**config.mk**
```make
export PLATFORM = sky130hd
export DESIGN_NAME = button_event_arbiter_flat
export DESIGN_NICKNAME = d
export VERILOG_FILES = /design/src/rtl/button_event_arbiter_if.sv /design/src/rtl/button_event_arbiter.sv /design/src/flat_wrapper.sv
export SDC_FILE = /design/constraint.sdc
export NUM_CORES = 1
export LEC_CHECK = 0
export CORE_MARGIN = 2
export CORE_UTILIZATION = 55
export CTS_CLUSTER_SIZE = 25
export DETAILED_ROUTE_END_ITERATION = 16
export GPL_TIMING_DRIVEN = 0
export PLACE_DENSITY = 0.75
export SYNTH_ARGS = -nofsm -noshare
export SYNTH_HDL_FRONTEND = slang
export SYNTH_SLANG_ARGS = --single-unit
```
**constraint.sdc**
```tcl
create_clock -name clk -period 2.5 [get_ports clk]
set_input_delay 0.625 -clock clk [delete_from_list [all_inputs] [get_ports clk]]
set_output_delay 0.625 -clock clk [all_outputs]
set_load 0.05 [all_outputs]
```
**src/rtl/button_event_arbiter_if.sv**
```systemverilog
// Button event channel: raw pulses in, one serialised event stream out,
// plus per-button status.
interface button_event_arbiter_if #(
  parameter int N_BTN = 4,
  parameter int IDW   = 2
);
  logic [N_BTN-1:0] btn_pulse;
  logic             evt_valid;
  logic [IDW-1:0]   evt_id;
  logic             evt_ready;
  logic [N_BTN-1:0] pending;
  logic             overflow;
  logic             busy;

  modport master (
    input  btn_pulse, evt_ready,
    output evt_valid, evt_id, pending, overflow, busy
  );

  modport slave (
    output btn_pulse, evt_ready,
    input  evt_valid, evt_id, pending, overflow, busy
  );
endinterface

```
**src/rtl/button_event_arbiter.sv**
```systemverilog
// Queues debounced button pulses and serialises them round-robin onto one
// valid/ready event channel, with a per-button hold-off after each delivery.
module button_event_arbiter #(
  parameter int N_BTN   = 4,
  parameter int HOLDOFF = 16,
  parameter int IDW     = 2
) (
  input  logic                  clk,
  input  logic                  rst_n,
  button_event_arbiter_if.master bus
);

  localparam int CW = IDW + 1;

  typedef enum logic {IDLE = 1'b0, OFFER = 1'b1} state_t;

  state_t           state_r;
  state_t           state_next_s;
  logic [N_BTN-1:0] pending_r;
  logic             evt_valid_r;
  logic [IDW-1:0]   evt_id_r;
  logic [IDW-1:0]   last_grant_r;
  logic             overflow_r;
  logic [7:0]       holdoff_r [N_BTN];

  logic             load_s;
  logic             handshake_s;
  logic             sel_found_s;
  logic [IDW-1:0]   sel_id_s;
  logic [CW-1:0]    cand_s;
  logic [N_BTN-1:0] sel_mask_s;
  logic [N_BTN-1:0] hit_s;
  logic [N_BTN-1:0] occupied_s;
  logic [N_BTN-1:0] accept_s;
  logic [N_BTN-1:0] drop_s;

  // Round-robin pick: first pending bit after last_grant, wrapping modulo N_BTN.
  always_comb begin
    sel_found_s = 1'b0;
    sel_id_s    = '0;
    cand_s      = '0;
    for (int k = 1; k <= N_BTN; k++) begin
      cand_s = {1'b0, last_grant_r} + CW'(k);
      if (cand_s >= CW'(N_BTN)) begin
        cand_s = cand_s - CW'(N_BTN);
      end else begin
        cand_s = cand_s;
      end
      if (!sel_found_s && pending_r[cand_s[IDW-1:0]]) begin
        sel_found_s = 1'b1;
        sel_id_s    = cand_s[IDW-1:0];
      end else begin
        sel_found_s = sel_found_s;
      end
    end
  end

  // FSM state register.
  always_ff @(posedge clk) begin
    if (!rst_n) begin
      state_r <= IDLE;
    end else begin
      state_r <= state_next_s;
    end
  end

  // FSM next-state logic.
  always_comb begin
    state_next_s = state_r;
    case (state_r)
      IDLE:    state_next_s = sel_found_s ? OFFER : IDLE;
      OFFER:   state_next_s = bus.evt_ready ? IDLE : OFFER;
      default: state_next_s = IDLE;
    endcase
  end

  // FSM control outputs.
  always_comb begin
    load_s      = 1'b0;
    handshake_s = 1'b0;
    case (state_r)
      IDLE:    load_s      = sel_found_s;
      OFFER:   handshake_s = bus.evt_ready;
      default: begin
        load_s      = 1'b0;
        handshake_s = 1'b0;
      end
    endcase
  end

  assign sel_mask_s = load_s ? (N_BTN'(1) << sel_id_s) : '0;

  // A pulse is dropped when its button is already queued, on offer, or being picked.
  for (genvar g = 0; g < N_BTN; g++) begin : g_btn
    assign hit_s[g]      = bus.btn_pulse[g] && (holdoff_r[g] == 8'd0);
    assign occupied_s[g] = pending_r[g]
                         || (evt_valid_r && (evt_id_r == IDW'(g)))
                         || (load_s && (sel_id_s == IDW'(g)));

    // Hold-off counter: reloaded when this button's event is accepted.
    always_ff @(posedge clk) begin
      if (!rst_n) begin
        holdoff_r[g] <= 8'd0;
      end else if (handshake_s && (evt_id_r == IDW'(g))) begin
        holdoff_r[g] <= 8'(HOLDOFF);
      end else if (holdoff_r[g] != 8'd0) begin
        holdoff_r[g] <= holdoff_r[g] - 8'd1;
      end else begin
        holdoff_r[g] <= 8'd0;
      end
    end
  end

  assign accept_s = hit_s & ~occupied_s;
  assign drop_s   = hit_s & occupied_s;

  // Pending flags, event register, grant pointer and overflow pulse.
  always_ff @(posedge clk) begin
    if (!rst_n) begin
      pending_r    <= '0;
      evt_valid_r  <= 1'b0;
      evt_id_r     <= '0;
      last_grant_r <= IDW'(N_BTN - 1);
      overflow_r   <= 1'b0;
    end else begin
      pending_r  <= (pending_r & ~sel_mask_s) | accept_s;
      overflow_r <= |drop_s;
      if (load_s) begin
        evt_valid_r <= 1'b1;
        evt_id_r    <= sel_id_s;
      end else if (handshake_s) begin
        evt_valid_r  <= 1'b0;
        last_grant_r <= evt_id_r;
      end else begin
        evt_valid_r <= evt_valid_r;
      end
    end
  end

  assign bus.evt_valid = evt_valid_r;
  assign bus.evt_id    = evt_id_r;
  assign bus.pending   = pending_r;
  assign bus.overflow  = overflow_r;
  assign bus.busy      = evt_valid_r | (|pending_r);

endmodule

```
**src/flat_wrapper.sv**
```systemverilog
// flat-port wrapper written by rule: the top's interface ports become plain ports
module button_event_arbiter_flat 
#(
  parameter int N_BTN   = 4,
  parameter int HOLDOFF = 16,
  parameter int IDW     = 2
)
  (clk, rst_n, bus_btn_pulse, bus_evt_ready, bus_evt_valid, bus_evt_id, bus_pending, bus_overflow, bus_busy);
  button_event_arbiter_if #(.N_BTN(N_BTN), .IDW(IDW)) bus_i ();
  input  logic clk;
  input  logic rst_n;
  input wire logic [$bits(bus_i.btn_pulse)-1:0] bus_btn_pulse;
  input wire logic [$bits(bus_i.evt_ready)-1:0] bus_evt_ready;
  output wire logic [$bits(bus_i.evt_valid)-1:0] bus_evt_valid;
  output wire logic [$bits(bus_i.evt_id)-1:0] bus_evt_id;
  output wire logic [$bits(bus_i.pending)-1:0] bus_pending;
  output wire logic [$bits(bus_i.overflow)-1:0] bus_overflow;
  output wire logic [$bits(bus_i.busy)-1:0] bus_busy;
  assign bus_i.btn_pulse = bus_btn_pulse;
  assign bus_i.evt_ready = bus_evt_ready;
  assign bus_evt_valid = bus_i.evt_valid;
  assign bus_evt_id = bus_i.evt_id;
  assign bus_pending = bus_i.pending;
  assign bus_overflow = bus_i.overflow;
  assign bus_busy = bus_i.busy;
  button_event_arbiter #(.N_BTN(N_BTN), .HOLDOFF(HOLDOFF), .IDW(IDW)) u_core (.clk(clk), .rst_n(rst_n), .bus(bus_i));
endmodule
```
==> summary.txt <==
The full implementation flow was run.

The number of diodes stands at 0. Per the run summary, max-cap violations total 0. The ratio of cells with drive above 1 in the final layout stands at 6.14%. The timing report gives the biggest stage delay along the critical path as 0.50 ns.

The worst VDD IR drop from the latest analysis is 309 uV. The worst hold path stage count stands at 2. After the flow finishes, the layout carries non-filler instances totaling 327.

The peak clock frequency supported by timing stands at 428 MHz. Post-CTS repair ended up resizing 2 cells. The register with the most flip-flops in the layout has 32 of them. Sequential elements use 52.0% of the synthesized area. The worst setup path is launched from a flip-flop. Yosys reported a register bit count of 43.

According to the dpl log, the detail-placed design has an HPWL of 3010 um. The DRC marker count from the first detailed-route iteration stands at 92. The transition time recorded at the tightest slew-check pin is 0.637 ns.

The async set or reset register ratio after synthesis stands at 0%. The slowest stage of the critical path is the sky130_fd_sc_hd__nor4_2 cell. Setup repair after global routing left no endpoint under its margin.

In this run the worst path has a maximum fanout of 7. The internal reg-to-reg setup slack stands at 0.47 ns. The deepest clock path buffer count stands at 2. In this run, post-CTS hold repair placed 0 buffers. For reference, the top cells by count after synthesis are 42 x sky130_fd_sc_hd__nor2_1, 32 x sky130_fd_sc_hd__edfxtp_1, 14 x sky130_fd_sc_hd__xnor2_1, 13 x sky130_fd_sc_hd__nand2_1, 12 x sky130_fd_sc_hd__nor3_1.

The area share of the largest cell type after synthesis stands at 42.3%. Counting cells, the worst reg-to-reg path comes to 6. Global routing used 20.0% of the available tracks. The number of instances in the synthesized netlist stands at 224. The tally of OpenROAD warnings stands at 27.

The headroom to the max-slew limit stands at 56.9%. The yosys synthesis warning count stands at 0. By area the synthesized netlist is led by sky130_fd_sc_hd__edfxtp_1 42%, sky130_fd_sc_hd__dfxtp_1 9.7%, sky130_fd_sc_hd__nor2_1 6.9%, sky130_fd_sc_hd__xnor2_1 5.4%, sky130_fd_sc_hd__ha_1 2.8%. The total buffers and inverters traversed by the critical path stands at 1.

The clock-pin slew on the worst setup and hold paths stands at 0.08 ns. The aggregate routed wire length stands at 4080 um. In this run, synthesis inferred 32 flip-flops with an integrated enable. The timing report attributes the biggest portion of critical-path delay to simple AND/OR/NAND/NOR gates. Among logic cells in the layout, the one with the most instances is sky130_fd_sc_hd__nor2_1. Hold is met by 0.508 ns. The flow ran to the end, and the final reports show no timing, DRC or antenna violations. On the critical path the data arrives at 1.71 ns. The type recorded for the worst min-delay path is reg -> reg. The design draws 1.56 mW. The distinct cell type count of the synthesized netlist stands at 46. The number of H-tree levels stands at 2. The count of vias placed by the detailed router stands at 1,741.

The pre-placement core utilization stands at 56.8%.
routing by layer:
metal / share of wire [%] / vias to the layer above / GRT usage, %
li1: - / 890 / -
met1: 49 / 816 / 26.5
met2: 46 / 30 / 31.2
met3: 4.2 / 5 / 5.43
met4: 1.0 / 0 / 7.50
met5: 0 / - / 0
worst max path at each step:
stage               depth (start not counted)  slack [ns]             startpoint  endpoint
floorplan                                   2        0.37  u_core.bus.pending[1]  bus_busy
global placement                            3        0.02  u_core.bus.pending[1]  bus_busy
detailed placement                          3       -0.01  u_core.bus.pending[1]  bus_busy
CTS                                         3        0.15  u_core.bus.pending[1]  bus_busy
global route                                3        0.07  u_core.bus.pending[1]  bus_busy
finish                                      3        0.16  u_core.bus.pending[1]  bus_busy
layout make-up:
type | count | area [um2]
Clock buffer | 7 | 96.3
Clock inverter | 1 | 7.51
Tap cell | 50 | 62.6
Timing Repair Buffer | 14 | 139
Multi-Input combinational cell | 196 | 1150
Buffer | 4 | 17.5
Fill cell | 342 | 1300
Inverter | 12 | 45.0
Sequential cell | 43 | 1180
where the power goes:
part | total [mW] | switching (mW) | internal, mW | leakage, nW
sequential | 0.875 | 0.0500 | 0.825 | 0.416
combinational | 0.195 | 0.109 | 0.0863 | 0.564
clock | 0.485 | 0.234 | 0.251 | 0.0505
logic make-up after synthesis:
group                    Yosys count  share of synthesized area (%)
flip-flops                        43                           52.0
XOR/XNOR                          17                           6.55
multiplexers                       1                          0.441
buffers and inverters             16                           2.75
adder cells (fa/ha/maj)            5                           2.75
AND-OR/OR-AND                     35                           10.9
other                              1                          0.165
AND/OR/NAND/NOR                  106                           24.5
through the flow:
step            TNS, ns  area, um2
6_report              0       2700
5_1_grt               0       2700
4_1_cts               0       2700
3_5_place_dp   -0.00989       2590
3_3_place_gp          0       2590
2_1_floorplan         0       2390
### M1 wires

Cells faint in the background.
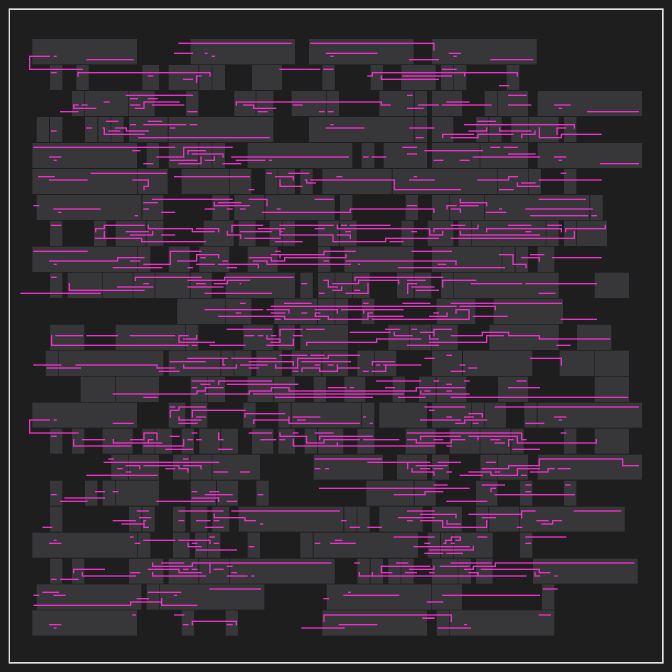
The wires run mostly horizontal. The layer carries 1,990 um of wire. The longest straight run is 19.3 um.

### Signal wires on met2

Scale bar: 20 um.
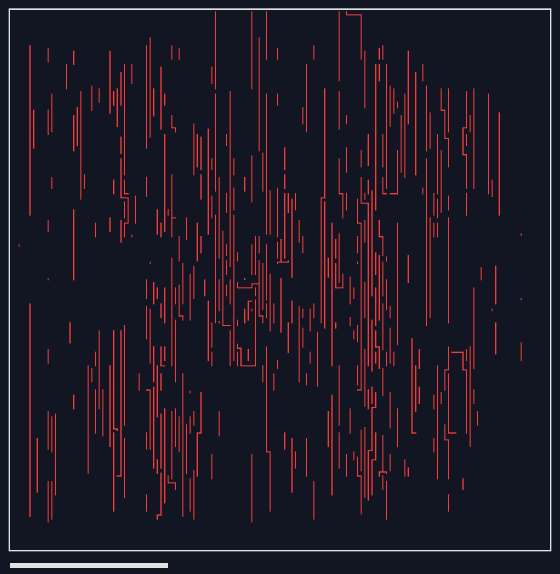
The layer carries 1,880 um of wire. The layer holds 46% of the routed length. The wires run mostly vertical.

Power figures rest on the tool's default switching activity, not on a simulated workload.
